File: src/rtl/uart_sched_pkg.sv
// uart_sched_pkg -- shared types and constants for the UART frame scheduler.
//   state_e        : scheduler FSM states (StSendCk present only with UART_SCHED_CKSUM_EN)
//   SofByteDefault : default start-of-frame byte
//   IdPrefix/IdIdxW: ID byte format, {zero prefix, requester index}
// Build option: UART_SCHED_CKSUM_EN adds the checksum state.
package uart_sched_pkg;

  localparam logic [7:0] SofByteDefault = 8'hA5;

  // ID byte = zero prefix concatenated with a 3-bit requester index.
  localparam int unsigned IdIdxW = 3;
  localparam logic [7-IdIdxW:0] IdPrefix = '0;

  typedef enum logic [2:0] {
    StIdle,
    StArb,
    StSendSof,
    StSendId,
    StSendPay,
`ifdef UART_SCHED_CKSUM_EN
    StSendCk,
`endif
    StGuard
  } state_e;

  function automatic logic [7:0] id_byte(input logic [IdIdxW-1:0] idx);
    return {IdPrefix, idx};
  endfunction

endpackage

File: src/rtl/rr_arbiter.sv
// rr_arbiter -- purely combinational round-robin arbiter.
//   req   : request vector
//   ptr   : highest-priority index for this decision
//   grant : one-hot winner, first asserted req at or after ptr (wrapping); zero if no req
module rr_arbiter #(
  parameter int unsigned NUM_REQ = 4,
  parameter int unsigned PTR_W   = (NUM_REQ > 1) ? $clog2(NUM_REQ) : 1
) (
  input  logic [NUM_REQ-1:0] req,
  input  logic [PTR_W-1:0]   ptr,
  output logic [NUM_REQ-1:0] grant
);

  always_comb begin
    int unsigned idx;
    logic        found;
    grant = '0;
    found = 1'b0;
    idx   = 0;
    for (int unsigned off = 0; off < NUM_REQ; off++) begin
      idx = 32'(ptr) + off;
      if (idx >= NUM_REQ) idx = idx - NUM_REQ;
      if (!found && req[idx[PTR_W-1:0]]) begin
        grant[idx[PTR_W-1:0]] = 1'b1;
        found                 = 1'b1;
      end
    end
  end

endmodule

File: src/rtl/uart_tx_scheduler.sv
// uart_tx_scheduler -- arbitrates NUM_REQ byte sources and serialises one frame at a time
// to a UART transmitter: SOF_BYTE, ID byte, payload, optional XOR checksum.
// Build option: define UART_SCHED_CKSUM_EN to append the checksum byte.
// Ports:
//   clk, rst_n            : clock, asynchronous active-low reset
//   req                   : per-requester frame request (level)
//   grant                 : one-hot owner of the current frame, zero when idle
//   src_data/valid/last   : per-requester payload byte stream
//   src_ready             : byte-accept pulse to the granted requester
//   tx_data, tx_start     : byte and load pulse to the UART transmitter
//   tx_busy               : UART transmitter busy
//   frame_done, err_trunc : end-of-frame pulse, MAX_LEN truncation pulse
module uart_tx_scheduler
  import uart_sched_pkg::*;
#(
  parameter int unsigned NUM_REQ  = 4,
  parameter int unsigned MAX_LEN  = 16,
  parameter logic [7:0]  SOF_BYTE = SofByteDefault
) (
  input  logic                 clk,
  input  logic                 rst_n,
  input  logic [NUM_REQ-1:0]   req,
  output logic [NUM_REQ-1:0]   grant,
  input  logic [8*NUM_REQ-1:0] src_data,
  input  logic [NUM_REQ-1:0]   src_valid,
  input  logic [NUM_REQ-1:0]   src_last,
  output logic [NUM_REQ-1:0]   src_ready,
  output logic [7:0]           tx_data,
  output logic                 tx_start,
  input  logic                 tx_busy,
  output logic                 frame_done,
  output logic                 err_trunc
);

  localparam int unsigned      PtrW    = (NUM_REQ > 1) ? $clog2(NUM_REQ) : 1;
  localparam logic [7:0]       MaxLen8 = 8'(MAX_LEN);
  localparam logic [IdIdxW-1:0] LastIdx = IdIdxW'(NUM_REQ - 1);

  // Where the frame goes after its final payload byte.
`ifdef UART_SCHED_CKSUM_EN
  localparam state_e StPayEnd = StSendCk;
`else
  localparam state_e StPayEnd = StIdle;
`endif

  state_e              r_state, w_state_d;
  state_e              r_ret, w_ret_d;      // state to resume after GUARD
  logic [NUM_REQ-1:0]  r_grant, w_grant_d;
  logic [IdIdxW-1:0]   r_gidx, w_gidx_d;
  logic [PtrW-1:0]     r_ptr, w_ptr_d;
  logic [7:0]          r_cnt, w_cnt_d;
  logic                r_trunc, w_trunc_d;
`ifdef UART_SCHED_CKSUM_EN
  logic [7:0]          r_cksum, w_cksum_d;
`endif

  logic [NUM_REQ-1:0]  w_arb_grant;
  logic [IdIdxW-1:0]   w_arb_idx;
  logic [7:0]          w_src_data;
  logic                w_src_valid;
  logic                w_src_last;
  logic [7:0]          w_cnt_inc;
  logic [PtrW-1:0]     w_ptr_next;

  rr_arbiter #(
    .NUM_REQ (NUM_REQ),
    .PTR_W   (PtrW)
  ) u_rr_arbiter (
    .req   (req),
    .ptr   (r_ptr),
    .grant (w_arb_grant)
  );

  always_comb begin
    w_arb_idx = '0;
    for (int unsigned i = 0; i < NUM_REQ; i++) begin
      if (w_arb_grant[i]) w_arb_idx = IdIdxW'(i);
    end
  end

  // Payload stream of the current owner.
  always_comb begin
    w_src_data  = '0;
    w_src_valid = 1'b0;
    w_src_last  = 1'b0;
    for (int unsigned i = 0; i < NUM_REQ; i++) begin
      if (r_gidx == IdIdxW'(i)) begin
        w_src_data  = src_data[8*i +: 8];
        w_src_valid = src_valid[i];
        w_src_last  = src_last[i];
      end
    end
  end

  assign w_cnt_inc  = r_cnt + 8'd1;
  assign w_ptr_next = (r_gidx == LastIdx) ? '0 : PtrW'({1'b0, r_gidx} + 4'd1);
  assign grant      = r_grant;

  always_comb begin
    w_state_d  = r_state;
    w_ret_d    = r_ret;
    w_grant_d  = r_grant;
    w_gidx_d   = r_gidx;
    w_ptr_d    = r_ptr;
    w_cnt_d    = r_cnt;
    w_trunc_d  = r_trunc;
`ifdef UART_SCHED_CKSUM_EN
    w_cksum_d  = r_cksum;
`endif
    tx_start   = 1'b0;
    tx_data    = 8'h00;
    src_ready  = '0;
    frame_done = 1'b0;
    err_trunc  = 1'b0;

    unique case (r_state)
      StIdle: begin
        if (|req) w_state_d = StArb;
      end
      StArb: begin
        if (|req) begin
          w_grant_d = w_arb_grant;
          w_gidx_d  = w_arb_idx;
          w_state_d = StSendSof;
        end else begin
          w_state_d = StIdle;
        end
      end
      StSendSof: begin
        if (!tx_busy) begin
          tx_start  = 1'b1;
          tx_data   = SOF_BYTE;
          w_ret_d   = StSendId;
          w_state_d = StGuard;
        end
      end
      StSendId: begin
        if (!tx_busy) begin
          tx_start  = 1'b1;
          tx_data   = id_byte(r_gidx);
`ifdef UART_SCHED_CKSUM_EN
          w_cksum_d = id_byte(r_gidx);
`endif
          w_ret_d   = StSendPay;
          w_state_d = StGuard;
        end
      end
      StSendPay: begin
        if (!tx_busy && w_src_valid) begin
          tx_start  = 1'b1;
          tx_data   = w_src_data;
          src_ready = r_grant;
          w_cnt_d   = w_cnt_inc;
`ifdef UART_SCHED_CKSUM_EN
          w_cksum_d = r_cksum ^ w_src_data;
`endif
          w_state_d = StGuard;
          if (w_src_last) begin
            w_ret_d = StPayEnd;
          end else if (w_cnt_inc == MaxLen8) begin
            // Cut here; the rest of the source stream stays unconsumed.
            w_ret_d   = StPayEnd;
            w_trunc_d = 1'b1;
          end else begin
            w_ret_d = StSendPay;
          end
        end
      end
`ifdef UART_SCHED_CKSUM_EN
      StSendCk: begin
        if (!tx_busy) begin
          tx_start  = 1'b1;
          tx_data   = r_cksum;
          w_ret_d   = StIdle;
          w_state_d = StGuard;
        end
      end
`endif
      StGuard: begin
        // Covers the one-cycle tx_busy rise latency after every tx_start.
        w_state_d = r_ret;
        if (r_ret == StIdle) begin
          frame_done = 1'b1;
          err_trunc  = r_trunc;
          w_grant_d  = '0;
          w_ptr_d    = w_ptr_next;
          w_cnt_d    = '0;
          w_trunc_d  = 1'b0;
`ifdef UART_SCHED_CKSUM_EN
          w_cksum_d  = '0;
`endif
        end
      end
      default: w_state_d = StIdle;
    endcase
  end

  always_ff @(posedge clk or negedge rst_n) begin
    if (!rst_n) begin
      r_state <= StIdle;
      r_ret   <= StIdle;
    end else begin
      r_state <= w_state_d;
      r_ret   <= w_ret_d;
    end
  end

  always_ff @(posedge clk or negedge rst_n) begin
    if (!rst_n) begin
      r_grant <= '0;
      r_gidx  <= '0;
      r_ptr   <= '0;
      r_cnt   <= '0;
      r_trunc <= 1'b0;
`ifdef UART_SCHED_CKSUM_EN
      r_cksum <= '0;
`endif
    end else begin
      r_grant <= w_grant_d;
      r_gidx  <= w_gidx_d;
      r_ptr   <= w_ptr_d;
      r_cnt   <= w_cnt_d;
      r_trunc <= w_trunc_d;
`ifdef UART_SCHED_CKSUM_EN
      r_cksum <= w_cksum_d;
`endif
    end
  end

endmodule

File: config.mk
export PLATFORM = sky130hd
export DESIGN_NAME = uart_tx_scheduler
export DESIGN_NICKNAME = d
export VERILOG_FILES = /design/src/rtl/uart_sched_pkg.sv /design/src/rtl/rr_arbiter.sv /design/src/rtl/uart_tx_scheduler.sv
export SDC_FILE = /design/constraint.sdc
export NUM_CORES = 1
export LEC_CHECK = 0
export CORE_ASPECT_RATIO = 1.5
export CORE_UTILIZATION = 50
export CTS_BUF_LIST = sky130_fd_sc_hd__clkbuf_16
export CTS_CLUSTER_SIZE = 12
export DETAILED_ROUTE_END_ITERATION = 12
export PLACE_DENSITY = 0.87
export SYNTH_ARGS = -nofsm -noshare
export SYNTH_HDL_FRONTEND = slang
export SYNTH_SLANG_ARGS = --single-unit
export TNS_END_PERCENT = 50
File: constraint.sdc
create_clock -name clk -period 5.13 [get_ports clk]
set_input_delay 1.026 -clock clk [delete_from_list [all_inputs] [get_ports clk]]
set_output_delay 1.026 -clock clk [all_outputs]
set_load 0.005 [all_outputs]
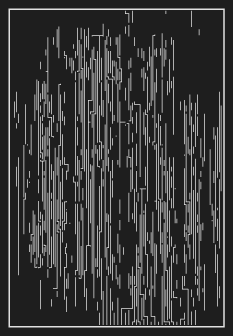
*Signal wires on met2*
longest straight run = 45.9 µm
wire length on this layer = 2950 µm
share of all routed wire = 54%
main direction = vertical
nets with wire on the layer = 301

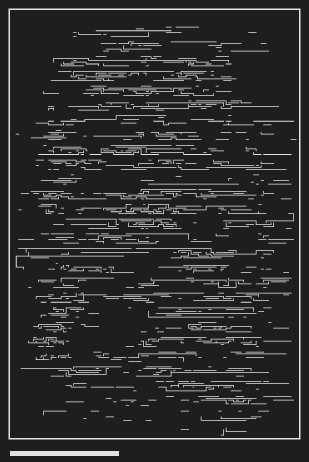
*The metal 1 layer*
Bar = 20 µm.
wire length on this layer = 2110 µm
nets with wire on the layer = 318

==> ci_impl_report.md <==
### Yosys + OpenROAD results

| Metric | Value |
|---|---|
| Count of different cell masters after synthesis | 53 |
| HP Start | grant[1] |
| Clock buffer depth | 2 |
| Clk power | 222 µW |
| Placer Congestion | 0.819 |
| Clk_skew | 0.00177 ns |
| Synth async-reset ratio | 100% |
| Drt drc | 0 |
| Worst relative slew slack | 35.0% |
| End point of the critical path | src_ready[0] |
| CP delay by family, top | buffers and inverters |
| WHS | 0.514 ns |
| Yosys Warn Count | 0 |
| Worst path arrival time | 3.13 ns |
| CP Depth | 6 |
| Leakage | 1.10 nW |
| Leading area contributor after synthesis | dfrtp_1 |
| Combinational power | 681 µW |
| Hold Path Sink | grant[1] |
| CP max FO | 17 |
| Comb power frac | 56.3% |
| Worst-margin pin slew | 0.971 ns |
| Clk pwr share | 18.3% |
| Fmax | 0.241 GHz |
| Share of cells above drive strength 1 | 5.32% |
| Die X | 53.2 µm |
| Clk sinks | 22 |
| First-pass GRT wire length | 8760 µm |
| Top cell area share | 28.0% |
| # resized after CTS | 0 |
| Power Total | 1.21 mW |
| Worst R2R End | r_cnt[4] |
| Startpoint Class | input port |
| Synth top cell by count | nand2_1 |
| Switching share of total power | 42.6% |
| Die area | 4190 µm² |
| Largest cells by area | dfrtp_1, ha_1, nand2_1 |
| Final setup fails | 0 |
| CP startpoint | src_valid[1] |
| Hold Path Cell Cnt | 2 |
| Worst path most repeated cell | clkdlybuf4s50_1 |
| VDD IR-drop max | 0.000348 V |
| Nets | 360 |
| Syn avg cell area | 8.02 µm² |
| # diodes | 0 |
| Synth top cells by count | nand2_1, dfrtp_1, o21ai_0 |
| Log Warnings | 34 |
| CP max-delay cell | clkdlybuf4s50_1 |
| Post-detail-place hpwl | 4160 µm |
| Tot GR Track Use | 28.4% |
| Ys flop type | dfrtp_1 |
| Insertion Delay late pin | 0.26 ns |
| Final Hold Vio Count | 0 |
| PD cells | 447 nW/µm² |
| Most instantiated logic cells after routing | clkdlybuf4s50_1, nand2_1, dfrtp_1 |
| Metal3 WL | 211 µm |
| Internal Power | 695 µW |
| Placed cell areas | 2600 µm² |
| Syn Nets | 303 |
| Met2 usage | 52.4% |
| Status | finished, final reports clean |
| Routed via count | 2021 |
| EDFF count, synth | 0 |
| Wirelength, routed | 5470 µm |
| M1 WL | 2110 µm |
| Ys cells | 245 |
| Clock root buffer | clkbuf_16 |
| Design area | 2700 µm² |
| Vias in the first global route | 1911 |
| Max Cap Viol | 0 |
| Cell count after synthesis | 245 |
| Rows | 27 |
| Worst r2r src | r_gidx[0] |
| Clock transition at path regs | 0.06 ns |
| Initial drt markers | 35 |
| Non-filler cells, final | 344 |
| Post-Route Setup TNS | 0 ns |
| Synthesized flop and latch total | 22 |
| Final setup margin | 0.975 ns |
| Yosys stat area | 1970 µm² |
| WL per Instance | 15.9 µm |
| Routed Antenna Nets | 0 |
| Most used routing layer | met2 |
| Area Growth Syn to Fin | 37.6% |
| Hold-fix buffers, CTS | 0 |
| Buf+Inv Stages, Crit Path | 2 |
| Num CTS Buffers | 3 |
| Crit end category | output port |
| Tmin final | 4.15 ns |
| Slowest cell delay on critical path | 0.49 ns |
| Max power group | combinational logic |
| WL met2 | 2950 µm |
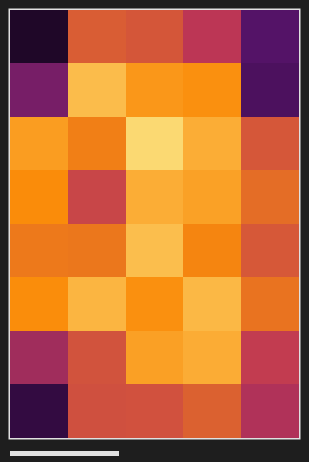
*Local utilization*
Bar = 20 µm. The die is cut into 5 by 8 equal tiles; black is low, pale yellow is high, 0 to 100% covered.
tiles over 75% full = 40%
mean over tiles = 63%
densest ninth of the die = center
fullest tile = 92%
Finished Core Util: 72.8%
core area: 3720 µm²
Initial Utilization: 52.9%

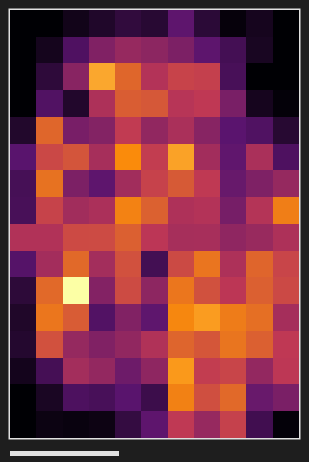
*Wire density map*
Bar = 20 µm. The die is cut into 11 by 16 equal tiles; black is low, pale yellow is high, scaled to the fullest tile. Values are wire area over tile area, all layers added.
mean over tiles = 0.21
nearly empty tiles = 8.0%
emptiest ninth of the die = north-east
tiles over half the peak = 33%
fullest tile = 0.55

[cell families (layout without fill, tap and decap cells)]
logic type	Yosys count	count (layout)	synth area share, %
simple gates	108	108	28.8
compound gates	73	73	25.0
flops	22	22	28.0
buf+inv	22	78	5.35
fa+ha+maj	11	11	7.00
mux	8	8	5.41
xor+xnor	1	1	0.446
[layout make-up]
| type | instances | area, µm² |
|---|---|---|
| Clock inverter | 1 | 30.0 |
| Tap cell | 43 | 53.8 |
| Fill cell | 289 | 1010 |
| Multi-Input combinational cell | 201 | 1310 |
| Timing Repair Buffer | 65 | 651 |
| Sequential cell | 22 | 551 |
| Inverter | 9 | 33.8 |
| Clock buffer | 3 | 75.1 |
[sequential cells by signal (all words and copies together) (netlist names)]
register,flops
r_cnt,8
grant,4
r_state,3
r_gidx,2
r_ptr,2
r_ret,2
r_trunc,1
No activity file was given, so power comes from the tool's default toggle rates.
